[src/rtl/xbar_input_requester.sv]
// Crossbar input-port requester: buffers flits, requests the head packet's output, streams it while granted.
// Optional macro XBAR_REQ_TIMEOUT_EN adds a sticky req_timeout flag for long grant waits.
module xbar_input_requester #(
   parameter int DATA_W = 32,
   parameter int DEPTH  = 8,
   parameter int DEST_W = 4
`ifdef XBAR_REQ_TIMEOUT_EN
   ,
   parameter int TIMEOUT = 255
`endif
) (
   input  logic                   clock,
   input  logic                   reset,
   input  logic                   in_valid,
   output logic                   in_ready,
   input  logic [DATA_W-1:0]      in_data,
   input  logic                   in_sop,
   input  logic                   in_eop,
   output logic [2**DEST_W-1:0]   request,
   input  logic [2**DEST_W-1:0]   grant,
   output logic                   out_valid,
   input  logic                   out_ready,
   output logic [DATA_W-1:0]      out_data,
   output logic                   out_sop,
   output logic                   out_eop,
   output logic [DEST_W-1:0]      out_port,
   output logic [7:0]             drop_cnt
`ifdef XBAR_REQ_TIMEOUT_EN
   ,
   output logic                   req_timeout
`endif
);

   localparam int N_OUT = 2**DEST_W;
   localparam int AW    = $clog2(DEPTH);
   localparam logic [AW:0] CNT_FULL = (AW+1)'(DEPTH);

   typedef enum logic [1:0] {S_IDLE, S_REQ, S_SEND} state_t;

   logic [DATA_W+1:0] r_mem [DEPTH];
   logic [AW-1:0]     r_wptr, r_rptr;
   logic [AW:0]       r_count;
   state_t            r_state, w_next;
   logic [DEST_W-1:0] r_dest;
   logic [7:0]        r_drop_cnt;

   logic              w_empty, w_push, w_pop, w_drop, w_latch, w_grant_hit;
   logic [DATA_W+1:0] w_head;

   assign w_empty     = (r_count == '0);
   assign in_ready    = (r_count != CNT_FULL);
   assign w_push      = in_valid & in_ready;
   assign w_head      = r_mem[r_rptr];
   assign w_grant_hit = grant[r_dest];

   assign out_data  = w_head[DATA_W-1:0];
   assign out_eop   = w_head[DATA_W];
   assign out_sop   = w_head[DATA_W+1];
   assign out_valid = (r_state == S_SEND) & w_grant_hit & ~w_empty;
   assign out_port  = r_dest;
   assign drop_cnt  = r_drop_cnt;
   assign request   = (r_state != S_IDLE) ? (N_OUT'(1) << r_dest) : '0;

   // Flit storage carries no reset; only pointers and occupancy do.
   always_ff @(posedge clock) begin
      if (w_push) r_mem[r_wptr] <= {in_sop, in_eop, in_data};
   end

   always_ff @(posedge clock) begin
      if (reset) begin
         r_wptr  <= '0;
         r_rptr  <= '0;
         r_count <= '0;
      end else begin
         if (w_push) r_wptr <= r_wptr + 1'b1;
         if (w_pop)  r_rptr <= r_rptr + 1'b1;
         unique case ({w_push, w_pop})
            2'b10:   r_count <= r_count + 1'b1;
            2'b01:   r_count <= r_count - 1'b1;
            default: r_count <= r_count;
         endcase
      end
   end

   always_ff @(posedge clock) begin
      if (reset) begin
         r_state    <= S_IDLE;
         r_dest     <= '0;
         r_drop_cnt <= '0;
      end else begin
         r_state <= w_next;
         if (w_latch) r_dest <= w_head[DEST_W-1:0];
         if (w_drop && r_drop_cnt != 8'hFF) r_drop_cnt <= r_drop_cnt + 8'd1;
      end
   end

   always_comb begin
      w_next  = r_state;
      w_pop   = 1'b0;
      w_drop  = 1'b0;
      w_latch = 1'b0;
      unique case (r_state)
         S_IDLE: begin
            if (!w_empty) begin
               // A head flit without sop cannot start a packet, so it is discarded.
               if (w_head[DATA_W+1]) begin
                  w_latch = 1'b1;
                  w_next  = S_REQ;
               end else begin
                  w_pop  = 1'b1;
                  w_drop = 1'b1;
               end
            end
         end
         S_REQ: begin
            if (w_grant_hit) w_next = S_SEND;
         end
         S_SEND: begin
            if (out_valid && out_ready) begin
               w_pop = 1'b1;
               if (w_head[DATA_W]) w_next = S_IDLE;
            end
         end
         default: w_next = S_IDLE;
      endcase
   end

`ifdef XBAR_REQ_TIMEOUT_EN
   logic [7:0] r_to_cnt;
   logic       r_to_flag;

   assign req_timeout = r_to_flag;

   always_ff @(posedge clock) begin
      if (reset) begin
         r_to_cnt  <= '0;
         r_to_flag <= 1'b0;
      end else if (r_state == S_REQ && !w_grant_hit) begin
         if (r_to_cnt != 8'hFF) r_to_cnt <= r_to_cnt + 8'd1;
         if (({1'b0, r_to_cnt} + 9'd1) >= 9'(TIMEOUT)) r_to_flag <= 1'b1;
      end else if (r_state != S_REQ) begin
         r_to_cnt <= '0;
      end
   end
`endif

endmodule

[config.mk]
export PLATFORM = sky130hd
export DESIGN_NAME = xbar_input_requester
export DESIGN_NICKNAME = d
export VERILOG_FILES = /design/src/rtl/xbar_input_requester.sv
export SDC_FILE = /design/constraint.sdc
export NUM_CORES = 1
export LEC_CHECK = 0
export ABC_AREA = 0
export CORE_ASPECT_RATIO = 1.25
export CORE_MARGIN = 2
export CORE_UTILIZATION = 30
export CTS_CLUSTER_DIAMETER = 60
export CTS_CLUSTER_SIZE = 30
export DETAILED_ROUTE_END_ITERATION = 10
export PLACE_DENSITY_LB_ADDON = 0.25
export SETUP_SLACK_MARGIN = 0.5
export SLEW_MARGIN = 30
export SYNTH_ARGS = -nofsm -noshare
export SYNTH_HDL_FRONTEND = slang
export SYNTH_SLANG_ARGS = --single-unit
[constraint.sdc]
create_clock -name clock -period 5.53 [get_ports clock]
set_input_delay 1.106 -clock clock [delete_from_list [all_inputs] [get_ports clock]]
set_output_delay 1.106 -clock clock [all_outputs]
set_load 0.01 [all_outputs]
Figure 1. Pin placement (run 1).
Drawn at 2 px/um. Pins as bars across the die edge, other pins in gray.
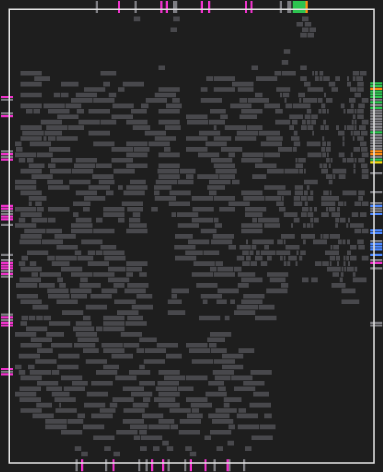
| port | color | pins | direction | edge |
|---|---|---|---|---|
| drop_cnt | blue | 8 | output | east |
| in_data | magenta | 32 | input | 17 west, 7 north, 7 south, 1 east |
| grant | green | 16 | input | 9 east, 7 north |
| out_port | orange | 4 | output | 3 east, 1 north |
| out_valid | yellow | 1 | output | east |
all pins by edge: 49 east, 31 west, 22 north, 16 south

Figure 2. Signal metal coverage by tile (run 1).
Drawn at 1.5 px/um. The die is cut into 18 by 23 equal tiles; dark blue is low, red is high, scaled to the fullest tile. Values are wire area over tile area, all layers added.
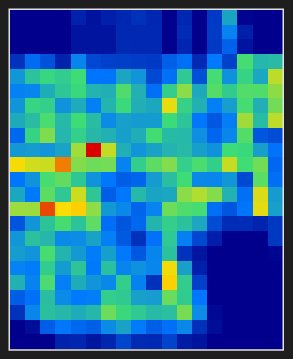
emptiest ninth of the die: south-east
fullest tile: 0.34
nearly empty tiles: 16%
mean over tiles: 0.096
densest ninth of the die: west
Total Wirelength: 25200 um
total number of vias: 5934

Figure 3. Congestion heat map (run 1).
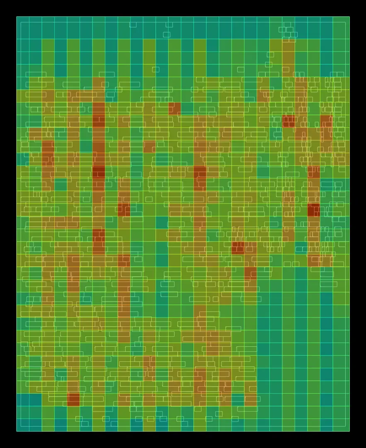
WL/cell: 20.2 um
Util after Layout: 37.4%
busiest metal layer after global routing: met2

==> qor.rpt, run 1 <==
=================================================================================================================
Result of the run                                                                                       completed
Worst Setup EP                                                                                       out_data[11]
Bufs and invs on worst path                                                                                     2
Fill cell total of the finished layout                                                                       3595
Floorplan net count                                                                                           661
Combinational share of power                                                                                24.7%
Area enclosed by the die boundary                                                                       41100 um2
List of cells traversed by the critical path                                                         buf_4 > mux4_2 > mux2_2 > clkdlybuf4s50_1
Vias per cell                                                                                                4.75
Commonest cells in the synthesized netlist                                                           sky130_fd_sc_hd__edfxtp_1, sky130_fd_sc_hd__mux4_2, sky130_fd_sc_hd__nor2_1, sky130_fd_sc_hd__mux2_2, sky130_fd_sc_hd__dfxtp_1
Final setup fails                                                                                               0
Net load switching power                                                                                  1.84 mW
Wire length of the first global-routing pass                                                             38700 um
Arithmetic-cell share of the synthesized area counting full adders, half adders and majority gates         0.634%
M2 GR Usage                                                                                                 21.7%
Kind of start point of the critical path                                                                flip-flop
Max reg flops                                                                                                 272
Nature of the critical path endpoint                                                                  output port
Cell area after synthesis                                                                               11800 um2
H-tree lvl count                                                                                                1
Count of cells resized by post-cts repair                                                                       0
Required time at the endpoint of the critical path                                                        4.42 ns
Number of cells traversed by the worst hold path                                                                2
Seq group                                                                                                 2.81 mW
Post CTS Setup Buffer Count                                                                                     0
Signed area change from the synthesized netlist to the final layout                                         23.3%
Num ports                                                                                                     118
Vias in the first global route                                                                               6268
Combinational logic power                                                                                 1.55 mW
Fraction of the mapped netlist area in simple logic gates                                                   4.89%
CTS clk-pin slew, worst paths                                                                             0.07 ns
Floorplan core density                                                                                      30.3%
Overflow left after global routing                                                                              0
Final standard cell area without fillers                                                                14600 um2
Post-route setup slack                                                                                    1.31 ns
Number of enable flip-flop cells                                                                              272
=================================================================================================================
Figure 4. Metal 2 (run 1).
Drawn at 2 px/um.
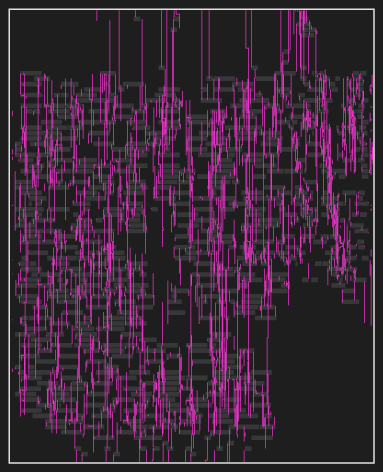

==> inputs of run 2 (changes only) <==
==> constraint.sdc (replaced) <==
create_clock -name clock -period 4.1 [get_ports clock]
set_input_delay 0.82 -clock clock [delete_from_list [all_inputs] [get_ports clock]]
set_output_delay 0.82 -clock clock [all_outputs]
set_load 0.01 [all_outputs]
Figure 5. Metal 2 (run 2).
Drawn at 2 px/um.
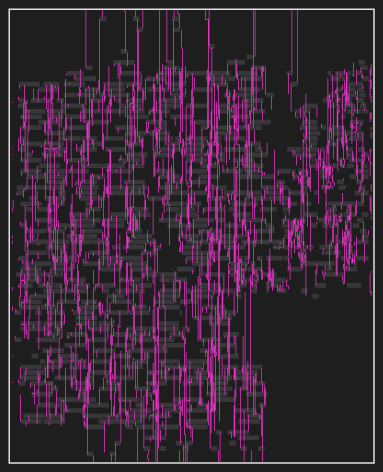
wire length on this layer: 12000 um
main direction: vertical
longest straight run: 59.5 um
nets with wire on the layer: 707
share of all routed wire: 48%

==> run 2 against run 1 <==
Against the previous run:
- count of clock-buffer cells in the layout did not move
- critical path depth did not move
- synthesized cell count did not move
- worst setup slack got worse by 0.72 ns
- routed wire length barely moved
- global-route usage fell by 0.16 points
- sequential cell count did not move
- hold slack got worse by 0.0025 ns
- combinational power rose by 43%
- largest power group unchanged
- highest routed layer is now met4
==> qor.rpt, run 2 <==
=================================================================================================================
Wire length of the first global-routing pass                                                             38200 um   -1.4%
Post-route setup slack                                                                                   0.595 ns   -0.718 ns
Number of enable flip-flop cells                                                                              272   unchanged
Total number of vias                                                                                         5998   +1.1%
FFs & Latches                                                                                                 299
Arithmetic-cell share of the synthesized area counting full adders, half adders and majority gates         0.634%   unchanged
Post CTS Setup Buffer Count                                                                                     1   +1
Bufs and invs on worst path                                                                                     2   unchanged
Kind of start point of the critical path                                                                flip-flop
Seq group                                                                                                 3.72 mW   +32%
Commonest cells in the synthesized netlist                                                           sky130_fd_sc_hd__edfxtp_1, sky130_fd_sc_hd__mux4_2, sky130_fd_sc_hd__nor2_1, sky130_fd_sc_hd__mux2_2, sky130_fd_sc_hd__dfxtp_1
Mean area per synthesized cell                                                                           19.7 um2
Largest register by flop count                                                                              r_mem
Total Wirelength                                                                                         25200 um   about the same
Layout cell share with drive strength beyond 1                                                              24.4%
Combinational gate area                                                                                  3050 um2
Result of the run                                                                                       completed
Floorplan net count                                                                                           661   unchanged
WL met2                                                                                                  12000 um
Fill cell total of the finished layout                                                                       3578   -0.47%
Post-synth mux share                                                                                        17.8%
Vias per cell                                                                                                4.79   +0.92%
RSZ-0062 raised after global routing                                                                        false
Largest power group                                                                                     registers
Signed area change from the synthesized netlist to the final layout                                         23.6%
Floorplan core density                                                                                      30.3%   unchanged
List of cells traversed by the critical path                                                         buf_4 > mux4_2 > mux2_2 > clkdlybuf4s50_1
Yosys warning tally                                                                                             0
Worst hold path class                                                                                flip-flop to flip-flop
Period minus WS final                                                                                     3.51 ns
Required time at the endpoint of the critical path                                                        3.28 ns   -1.14 ns
Number of cells traversed by the worst hold path                                                                2   unchanged
Reported max-cap violation count                                                                                0
Met1 track demand over resource in global routing                                                           16.1%
WL/cell                                                                                                   20.1 um   -0.17%
Fraction of the mapped netlist area in simple logic gates                                                   4.89%   unchanged
Num ports                                                                                                     118   unchanged
Final setup fails                                                                                               0   unchanged
Top Layer Used                                                                                               met4
Util after Layout                                                                                           37.5%   +0.096 points
Nature of the critical path endpoint                                                                  output port
Delay-heaviest family, CP                                                                            buffers and inverters
Combinational share of power                                                                                26.0%   +1.3 points
Worst Setup EP                                                                                        out_data[4]
Area share of the largest cell type after synthesis                                                         69.0%
VDD IR-drop max                                                                                          0.293 mV
Final standard cell area without fillers                                                                14600 um2   +0.26%
Final Cycle Share                                                                                           85.5%
Filler-free cell count of the finished design                                                                1251
H-tree lvl count                                                                                                1   unchanged
Met3 wirelength from detailed routing                                                                     1240 um
End of the worst register-to-register path                                                             r_count[3]
CTS clk-pin slew, worst paths                                                                             0.08 ns   about the same
Share of synthesized area occupied by flip-flops and latches                                                73.6%
Longest individual stage delay on the worst path                                                          0.55 ns
Area enclosed by the die boundary                                                                       41100 um2   unchanged
Vertical die dimension                                                                                     226 um
Busiest metal layer after global routing                                                                     met2
R2R setup slack                                                                                           0.88 ns
Number of clock buffers in the layout                                                                          27
Std-Cell Rows                                                                                                  81
Clock power share                                                                                           30.1%
Vias in the first global route                                                                               6319   +0.81%
HPWL Detailed                                                                                            13600 um
Cell area after synthesis                                                                               11800 um2   unchanged
Count of cells resized by post-cts repair                                                                       0   unchanged
Clock buffer depth                                                                                              3
Reg2Reg Depth                                                                                                  11
Overflow left after global routing                                                                              0   unchanged
Net load switching power                                                                                  2.45 mW   +33%
M2 GR Usage                                                                                                 20.9%   -0.77 points
Final weighted congestion of routability-driven global placement                                            0.725
Placeable Area                                                                                          39000 um2
Root Driver                                                                                          sky130_fd_sc_hd__clkbuf_16
Switching power as a share of total power                                                                   28.9%
Antenna violations before repair                                                                                0
NonClk Buf Share                                                                                            9.13%
Combinational logic power                                                                                 2.21 mW   +43%
Depth of the critical timing path with buffers and inverters included                                           4
Max reg flops                                                                                                 272   unchanged
=================================================================================================================
Figure 6. M3 wires (run 2).
Drawn at 2 px/um.
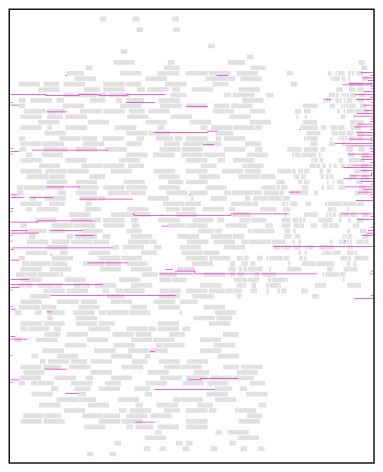

==> inputs of run 3 (changes only) <==
--- a/config.mk
+++ b/config.mk
@@ -12,7 +12,6 @@
 export CTS_CLUSTER_DIAMETER = 60
 export CTS_CLUSTER_SIZE = 30
 export DETAILED_ROUTE_END_ITERATION = 10
-export PLACE_DENSITY_LB_ADDON = 0.25
 export SETUP_SLACK_MARGIN = 0.5
 export SLEW_MARGIN = 30
 export SYNTH_ARGS = -nofsm -noshare
Figure 7. M3 wires (run 3).
Drawn at 2 px/um.
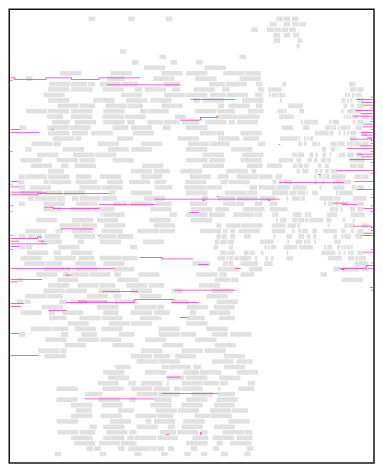
share of all routed wire: 4.3%
longest straight run: 62.3 um
main direction: horizontal
nets with wire on the layer: 82
total number of vias: 5899
Total Wirelength: 24400 um
global routing usage on met3: 2.26%

==> run 3 against run 2 <==
Against the previous run:
- critical path depth increased by 3
- combinational power about the same
- critical path type is now input port to output port
- largest power group unchanged
- worst setup slack better by 0.011 ns
- sequential cell count did not move
- count of clock-buffer cells in the layout shrank 3
- first-iteration DRC count fell by 3.1%
- die area did not move
- register-to-register slack barely moved
- critical endpoint is now out_valid
==> qor.rpt, run 3 <==
=================================================================================================================
Area share of the largest cell type after synthesis                                                         69.0%   unchanged
Combinational gate area                                                                                  3050 um2   unchanged
Signed area change from the synthesized netlist to the final layout                                         23.8%
Num ports                                                                                                     118   unchanged
Commonest cells in the synthesized netlist                                                           sky130_fd_sc_hd__edfxtp_1, sky130_fd_sc_hd__mux4_2, sky130_fd_sc_hd__nor2_1, sky130_fd_sc_hd__mux2_2, sky130_fd_sc_hd__dfxtp_1
Worst Setup EP                                                                                          out_valid
Cell with the most instances after synthesis                                                         sky130_fd_sc_hd__edfxtp_1
Largest register by flop count                                                                              r_mem
Top Layer Used                                                                                               met4
Arithmetic-cell share of the synthesized area counting full adders, half adders and majority gates         0.634%   unchanged
Result of the run                                                                                       completed
Std-Cell Rows                                                                                                  81   unchanged
Number of cells traversed by the worst hold path                                                                2   unchanged
Depth of the critical timing path with buffers and inverters included                                           7   +3
Post-route setup slack                                                                                   0.605 ns   +0.0107 ns
H-tree lvl count                                                                                                1   unchanged
Number of clock buffers in the layout                                                                          24   -11%
HPWL Detailed                                                                                            13800 um   +1.2%
VDD IR-drop max                                                                                          0.339 mV   +16%
Net load switching power                                                                                  2.42 mW   -1.4%
Mean area per synthesized cell                                                                           19.7 um2   unchanged
Cell area after synthesis                                                                               11800 um2   unchanged
Final weighted congestion of routability-driven global placement                                            0.689   -4.9%
Clock tree from TritonCTS                                                                                    done
List of cells traversed by the critical path                                                         clkdlybuf4s50_1 > mux4_2 > nand2b_1 > nand3_1 > and2_1 > nor2_1 > clkdlybuf4s50_1
Post CTS Setup Buffer Count                                                                                     1   unchanged
Largest power group                                                                                     registers
Period minus WS final                                                                                     3.49 ns   -0.0107 ns
Final Cycle Share                                                                                           85.2%   -0.26 points
WL/cell                                                                                                   19.5 um   -3.4%
Bufs and invs on worst path                                                                                     2   unchanged
Met1 track demand over resource in global routing                                                           15.2%   -0.89 points
Placeable Area                                                                                          39000 um2   unchanged
Vias per cell                                                                                                4.71   -1.7%
Clock buffer depth                                                                                              3   unchanged
Seq group                                                                                                 3.73 mW   about the same
Reported max-cap violation count                                                                                0   unchanged
Layout cell share with drive strength beyond 1                                                              24.4%   -0.032 points
R2R setup slack                                                                                           0.89 ns   about the same
Busiest metal layer after global routing                                                                     met2
Count of cells resized by post-cts repair                                                                       3   +3
CTS clk-pin slew, worst paths                                                                             0.07 ns   about the same
Vias in the first global route                                                                               6157   -2.6%
Overflow left after global routing                                                                              0   unchanged
Delay-heaviest family, CP                                                                            buffers and inverters
Fraction of the mapped netlist area in simple logic gates                                                   4.89%   unchanged
Wire length of the first global-routing pass                                                             37200 um   -2.7%
Combinational logic power                                                                                 2.22 mW   about the same
Vertical die dimension                                                                                     226 um   unchanged
Nature of the critical path endpoint                                                                  output port
Required time at the endpoint of the critical path                                                        3.28 ns   about the same
NonClk Buf Share                                                                                            9.43%   +0.29 points
Switching power as a share of total power                                                                   28.6%   -0.31 points
Share of synthesized area occupied by flip-flops and latches                                                73.6%   unchanged
Root Driver                                                                                          sky130_fd_sc_hd__clkbuf_16
Filler-free cell count of the finished design                                                                1252   +0.080%
Kind of start point of the critical path                                                               input port
M2 GR Usage                                                                                                 21.1%   +0.14 points
Longest individual stage delay on the worst path                                                          0.48 ns   -0.07 ns
Reg2Reg Depth                                                                                                  11   unchanged
=================================================================================================================
Power figures rest on the tool's default switching activity, not on a simulated workload.
